==> run_1/congestion.png <==
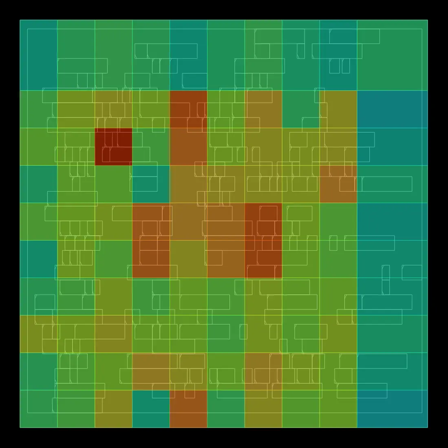
==> run_1/clk_routes.png <==
Scale bar: 20 um.
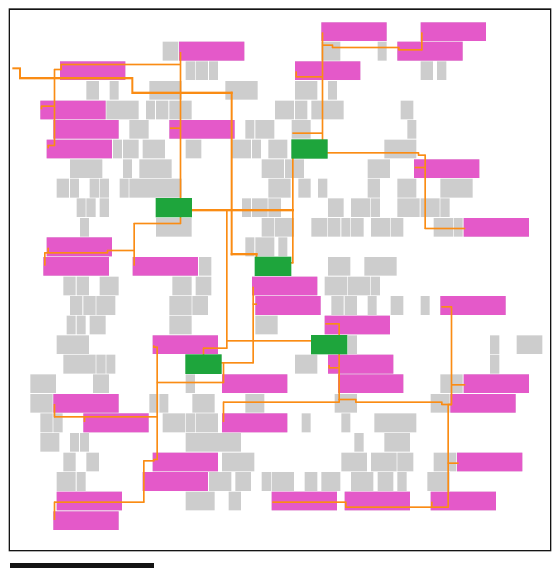
==> run_1/io_placement.png <==
Pins as bars across the die edge, other pins in grey.
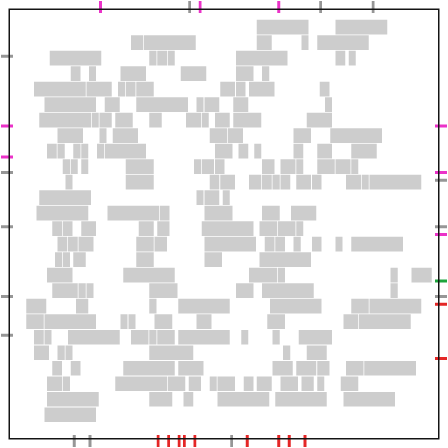
==> src/rtl/avg_ram_ctrl_pkg.sv <==
// Shared types and default sizing for the temperature averaging sequencer.
// The AVG_ROUND_EN build option is consumed by avg_accum.
package avg_ram_ctrl_pkg;

    localparam int DEF_DATA_W       = 8;
    localparam int DEF_LOG2_SAMPLES = 2;
    localparam int DEF_ADDR_W       = 11;
    localparam int SAMPLES          = 1 << DEF_LOG2_SAMPLES;

    typedef enum logic [1:0] {
        IDLE  = 2'd0,
        POP   = 2'd1,
        LATCH = 2'd2,
        WRITE = 2'd3
    } state_t;

endpackage

==> src/rtl/avg_ram_ctrl_accum.sv <==
// Sum register, sample counter and divide logic for one averaging group.
// Build option AVG_ROUND_EN selects round-half-up with saturation.
module avg_accum
    import avg_ram_ctrl_pkg::*;
#(
    parameter int DATA_W       = DEF_DATA_W,
    parameter int LOG2_SAMPLES = DEF_LOG2_SAMPLES
) (
    input  logic              clk_2,
    input  logic              reset,
    input  logic              i_latch,
    input  logic              i_write,
    input  logic [DATA_W-1:0] i_data,
    output logic              o_last,
    output logic              o_count_nz,
    output logic [DATA_W-1:0] o_din
);

    localparam int SUM_W = DATA_W + LOG2_SAMPLES;
    localparam int HALF  = (1 << LOG2_SAMPLES) / 2;

    logic [SUM_W-1:0]        r_sum;
    logic [LOG2_SAMPLES-1:0] r_count;
    logic [DATA_W-1:0]       r_din;
    logic [SUM_W-1:0]        w_sum_next;
    logic [DATA_W-1:0]       w_avg;

    assign w_sum_next = r_sum + SUM_W'(i_data);
    assign o_last     = &r_count;
    assign o_count_nz = |r_count;
    assign o_din      = r_din;

`ifdef AVG_ROUND_EN
    logic [SUM_W:0]  w_round;
    logic [DATA_W:0] w_quot;

    assign w_round = {1'b0, w_sum_next} + (SUM_W+1)'(HALF);
    assign w_quot  = (DATA_W+1)'(w_round >> LOG2_SAMPLES);
    assign w_avg   = w_quot[DATA_W] ? '1 : w_quot[DATA_W-1:0];
`else
    assign w_avg = DATA_W'(w_sum_next >> LOG2_SAMPLES);
`endif

    // The result is registered on the last sample so it is stable during WRITE.
    always_ff @(posedge clk_2 or posedge reset) begin
        if (reset) begin
            r_sum   <= '0;
            r_count <= '0;
            r_din   <= '0;
        end else if (i_latch) begin
            r_sum   <= w_sum_next;
            r_count <= o_last ? '0 : r_count + 1'b1;
            if (o_last) begin
                r_din <= w_avg;
            end
        end else if (i_write) begin
            r_sum <= '0;
        end
    end

endmodule

==> src/rtl/avg_ram_ctrl.sv <==
// FIFO-to-RAM averaging sequencer: pops bytes, averages groups, writes RAM.
// Build option AVG_ROUND_EN enables rounded averages (see avg_accum).
module avg_ram_ctrl
    import avg_ram_ctrl_pkg::*;
#(
    parameter int DATA_W       = DEF_DATA_W,
    parameter int LOG2_SAMPLES = DEF_LOG2_SAMPLES,
    parameter int ADDR_W       = DEF_ADDR_W
) (
    input  logic              clk_2,
    input  logic              reset,
    input  logic              fifo_empty,
    input  logic [DATA_W-1:0] fifo_dout,
    output logic              fifo_rd,
    output logic              ram_wr,
    output logic [ADDR_W-1:0] ram_addr,
    output logic [DATA_W-1:0] ram_din,
    output logic              ram_wrap,
    output logic              busy
);

    state_t            r_state;
    logic              r_fifo_rd;
    logic              r_ram_wr;
    logic              r_ram_wrap;
    logic [ADDR_W-1:0] r_addr;
    logic              w_last;
    logic              w_count_nz;

    avg_accum #(
        .DATA_W       (DATA_W),
        .LOG2_SAMPLES (LOG2_SAMPLES)
    ) u_accum (
        .clk_2      (clk_2),
        .reset      (reset),
        .i_latch    (r_state == LATCH),
        .i_write    (r_state == WRITE),
        .i_data     (fifo_dout),
        .o_last     (w_last),
        .o_count_nz (w_count_nz),
        .o_din      (ram_din)
    );

    // LATCH and WRITE fold the idle empty-check into their exit so a
    // non-empty FIFO streams at two cycles per sample.
    always_ff @(posedge clk_2 or posedge reset) begin
        if (reset) begin
            r_state    <= IDLE;
            r_fifo_rd  <= 1'b0;
            r_ram_wr   <= 1'b0;
            r_ram_wrap <= 1'b0;
            r_addr     <= '0;
        end else begin
            r_ram_wrap <= 1'b0;
            unique case (r_state)
                IDLE: begin
                    if (!fifo_empty) begin
                        r_state   <= POP;
                        r_fifo_rd <= 1'b1;
                    end
                end
                POP: begin
                    r_state   <= LATCH;
                    r_fifo_rd <= 1'b0;
                end
                LATCH: begin
                    if (w_last) begin
                        r_state  <= WRITE;
                        r_ram_wr <= 1'b1;
                    end else if (!fifo_empty) begin
                        r_state   <= POP;
                        r_fifo_rd <= 1'b1;
                    end else begin
                        r_state <= IDLE;
                    end
                end
                WRITE: begin
                    r_ram_wr   <= 1'b0;
                    r_addr     <= r_addr + 1'b1;
                    r_ram_wrap <= &r_addr;
                    if (!fifo_empty) begin
                        r_state   <= POP;
                        r_fifo_rd <= 1'b1;
                    end else begin
                        r_state <= IDLE;
                    end
                end
                default: begin
                    r_state <= IDLE;
                end
            endcase
        end
    end

    assign fifo_rd  = r_fifo_rd;
    assign ram_wr   = r_ram_wr;
    assign ram_wrap = r_ram_wrap;
    assign ram_addr = r_addr;
    assign busy     = w_count_nz || (r_state == WRITE);

endmodule

==> config.mk <==
export PLATFORM = sky130hd
export DESIGN_NAME = avg_ram_ctrl
export DESIGN_NICKNAME = d
export VERILOG_FILES = /design/src/rtl/avg_ram_ctrl_pkg.sv /design/src/rtl/avg_ram_ctrl_accum.sv /design/src/rtl/avg_ram_ctrl.sv
export SDC_FILE = /design/constraint.sdc
export NUM_CORES = 1
export LEC_CHECK = 0
export CAP_MARGIN = 20
export CORE_UTILIZATION = 36
export CTS_CLUSTER_SIZE = 8
export DETAILED_ROUTE_END_ITERATION = 10
export DONT_BUFFER_PORTS = 1
export PLACE_DENSITY = 0.46
export SLEW_MARGIN = 40
export SYNTH_ARGS = -nofsm -noshare
export SYNTH_HDL_FRONTEND = slang
export SYNTH_HIERARCHICAL = 1
export SYNTH_SLANG_ARGS = --single-unit
==> constraint.sdc <==
create_clock -name clk_2 -period 2.73 [get_ports clk_2]
set_clock_uncertainty 0.2 [all_clocks]
set_input_delay 0.273 -clock clk_2 [delete_from_list [all_inputs] [get_ports clk_2]]
set_output_delay 0.273 -clock clk_2 [all_outputs]
set_load 0.05 [all_outputs]
==> impl_metrics.env, run 1 <==
# physical design summary
export IMPL_status="complete, no violations"
export IMPL_ys_sh_adder_pct=8.198
export IMPL_async_flop_share_pct=100.0
export IMPL_yosys_area_share_simple_pct=18.87
export IMPL_worst_pin_slew_ns=0.6158
export IMPL_final_area_um2=2140
export IMPL_reg2reg_to="u_accum/r_sum[8]"
export IMPL_fin_nets=224
export IMPL_nWellTaps=70
export IMPL_seq_share_pct=42.11
export IMPL_crit_path_max_fanout=3
export IMPL_die_area_um2=5639
export IMPL_hpwl_um=3064
export IMPL_grt_max_degree=21
export IMPL_crit_cells=7
export IMPL_powerComb_uw=951
export IMPL_syn_mean_instance_area_um2=10.02
export IMPL_area_leaders="dfrtp_1 (47%), ha_1 (7.2%), nand2_1 (5.9%)"
export IMPL_clkbuf_count=7
export IMPL_min_path_cells=3
export IMPL_fp_row_count=26
export IMPL_post_cts_resized=0
export IMPL_fmax_mhz=455.5
export IMPL_antenna_left=0
export IMPL_antenna_cells=0
export IMPL_logic_family="simple AND/OR/NAND/NOR gates"
export IMPL_setup_viol=0
export IMPL_post_drt_wl_per_cell_um=15.37
export IMPL_crit_path_start_kind="register"
export IMPL_hp_start="fifo_dout[0]"
export IMPL_cp_top_family="adder cells"
export IMPL_synth_stat_cells=192
export IMPL_n_all_inverters=13
export IMPL_drt_first_pass_iters=4
export IMPL_slowest_stage="fa_1"
export IMPL_crit_end="u_accum/r_sum[8]"
export IMPL_ir_drop_v=0.0005011
export IMPL_drcViolationCount=0
export IMPL_syn_inst=192
## Picture notes: congestion.png
gr usage total: 16.78%
GR peak layer: met2
routing usage on met2: 25.53%
grt met3 use: 4.284%
Layout Utilization: 41.63%

## Picture notes: clk_routes.png
flip-flops: drawn in magenta, count 36. clock wires: drawn in orange, length 486 um. clock drivers: drawn in green, count 5.
There are 6 routed clock nets.
P_clk: 393 uW
clk latency late pin: 0.28 ns
clock network power share: 15.4%

## Picture notes: io_placement.png
`reset`: drawn in green, pins 1, direction input, edge east. `ram_addr`: drawn in red, pins 11, direction output, edge 9 south, 2 east. `fifo_dout`: drawn in magenta, pins 8, direction input, edge 3 north, 3 east, 2 west.
port bufs: 0
Die H: 75.09 um
Die W: 75.09 um

==> run 1 -> run 2 <==
- clock period: 2.73 -> 2.1 ns (I/O delays scaled with it)
==> impl_metrics.env, run 2 <==
# physical design summary
export IMPL_synth_stat_cells=192
export IMPL_powerComb_mw=1.51
export IMPL_drt_first_pass_iters=4
export IMPL_drcViolationCount=0
export IMPL_crit_end="u_accum/r_sum[8]"
export IMPL_syn_inst=192
export IMPL_grt_use_met2_pct=26.73
export IMPL_final_area_um2=2331
export IMPL_area_leaders="dfrtp_1 (47%), ha_1 (7.2%), nand2_1 (5.9%)"
export IMPL_grt_usage_pct=17.50
export IMPL_seq_share_pct=38.65
export IMPL_hpwl_um=3212
export IMPL_ys_sh_adder_pct=8.198
export IMPL_die_h_um=75.09
export IMPL_die_w_um=75.09
export IMPL_postLayoutCoreUtil_pct=45.35
export IMPL_antenna_left=0
export IMPL_slowest_stage="dfrtp_1"
export IMPL_fp_row_count=26
export IMPL_status="complete, no violations"
export IMPL_antenna_cells=0
export IMPL_clkbuf_count=7
export IMPL_ir_drop_v=0.0007321
export IMPL_reg2reg_to="u_accum/r_sum[8]"
==> run_2/io_placement.png <==
Pins as bars across the die edge, other pins in grey.
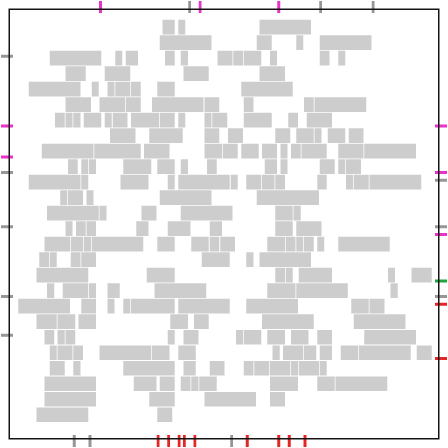
`fifo_dout`: drawn in magenta, pins 8, direction input, edge 3 north, 3 east, 2 west. `ram_addr`: drawn in red, pins 11, direction output, edge 9 south, 2 east. `reset`: drawn in green, pins 1, direction input, edge east.
All pins by edge: 12 south, 9 east, 7 west, 6 north.

==> run_2/clk_routes.png <==
Scale bar: 20 um.
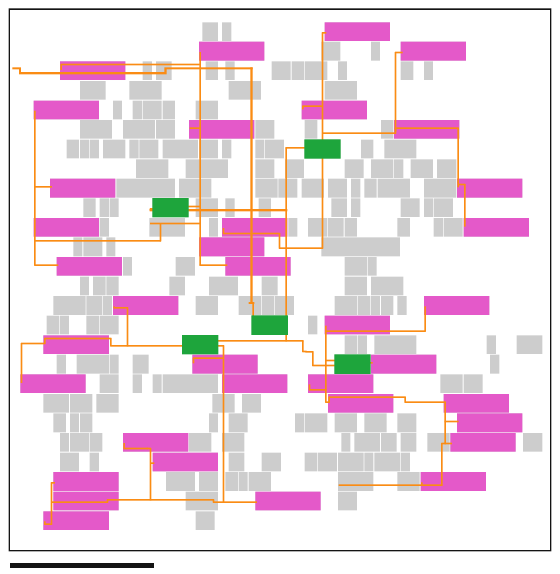
clock wires: drawn in orange, length 556 um. clock drivers: drawn in green, count 5. flip-flops: drawn in magenta, count 36.
There are 6 routed clock nets. Position of the flops: all over the die.
clock network power share: 18.4%
P_clk: 675 uW
clk latency late pin: 0.29 ns

Power is estimated from default activity; no workload was simulated.
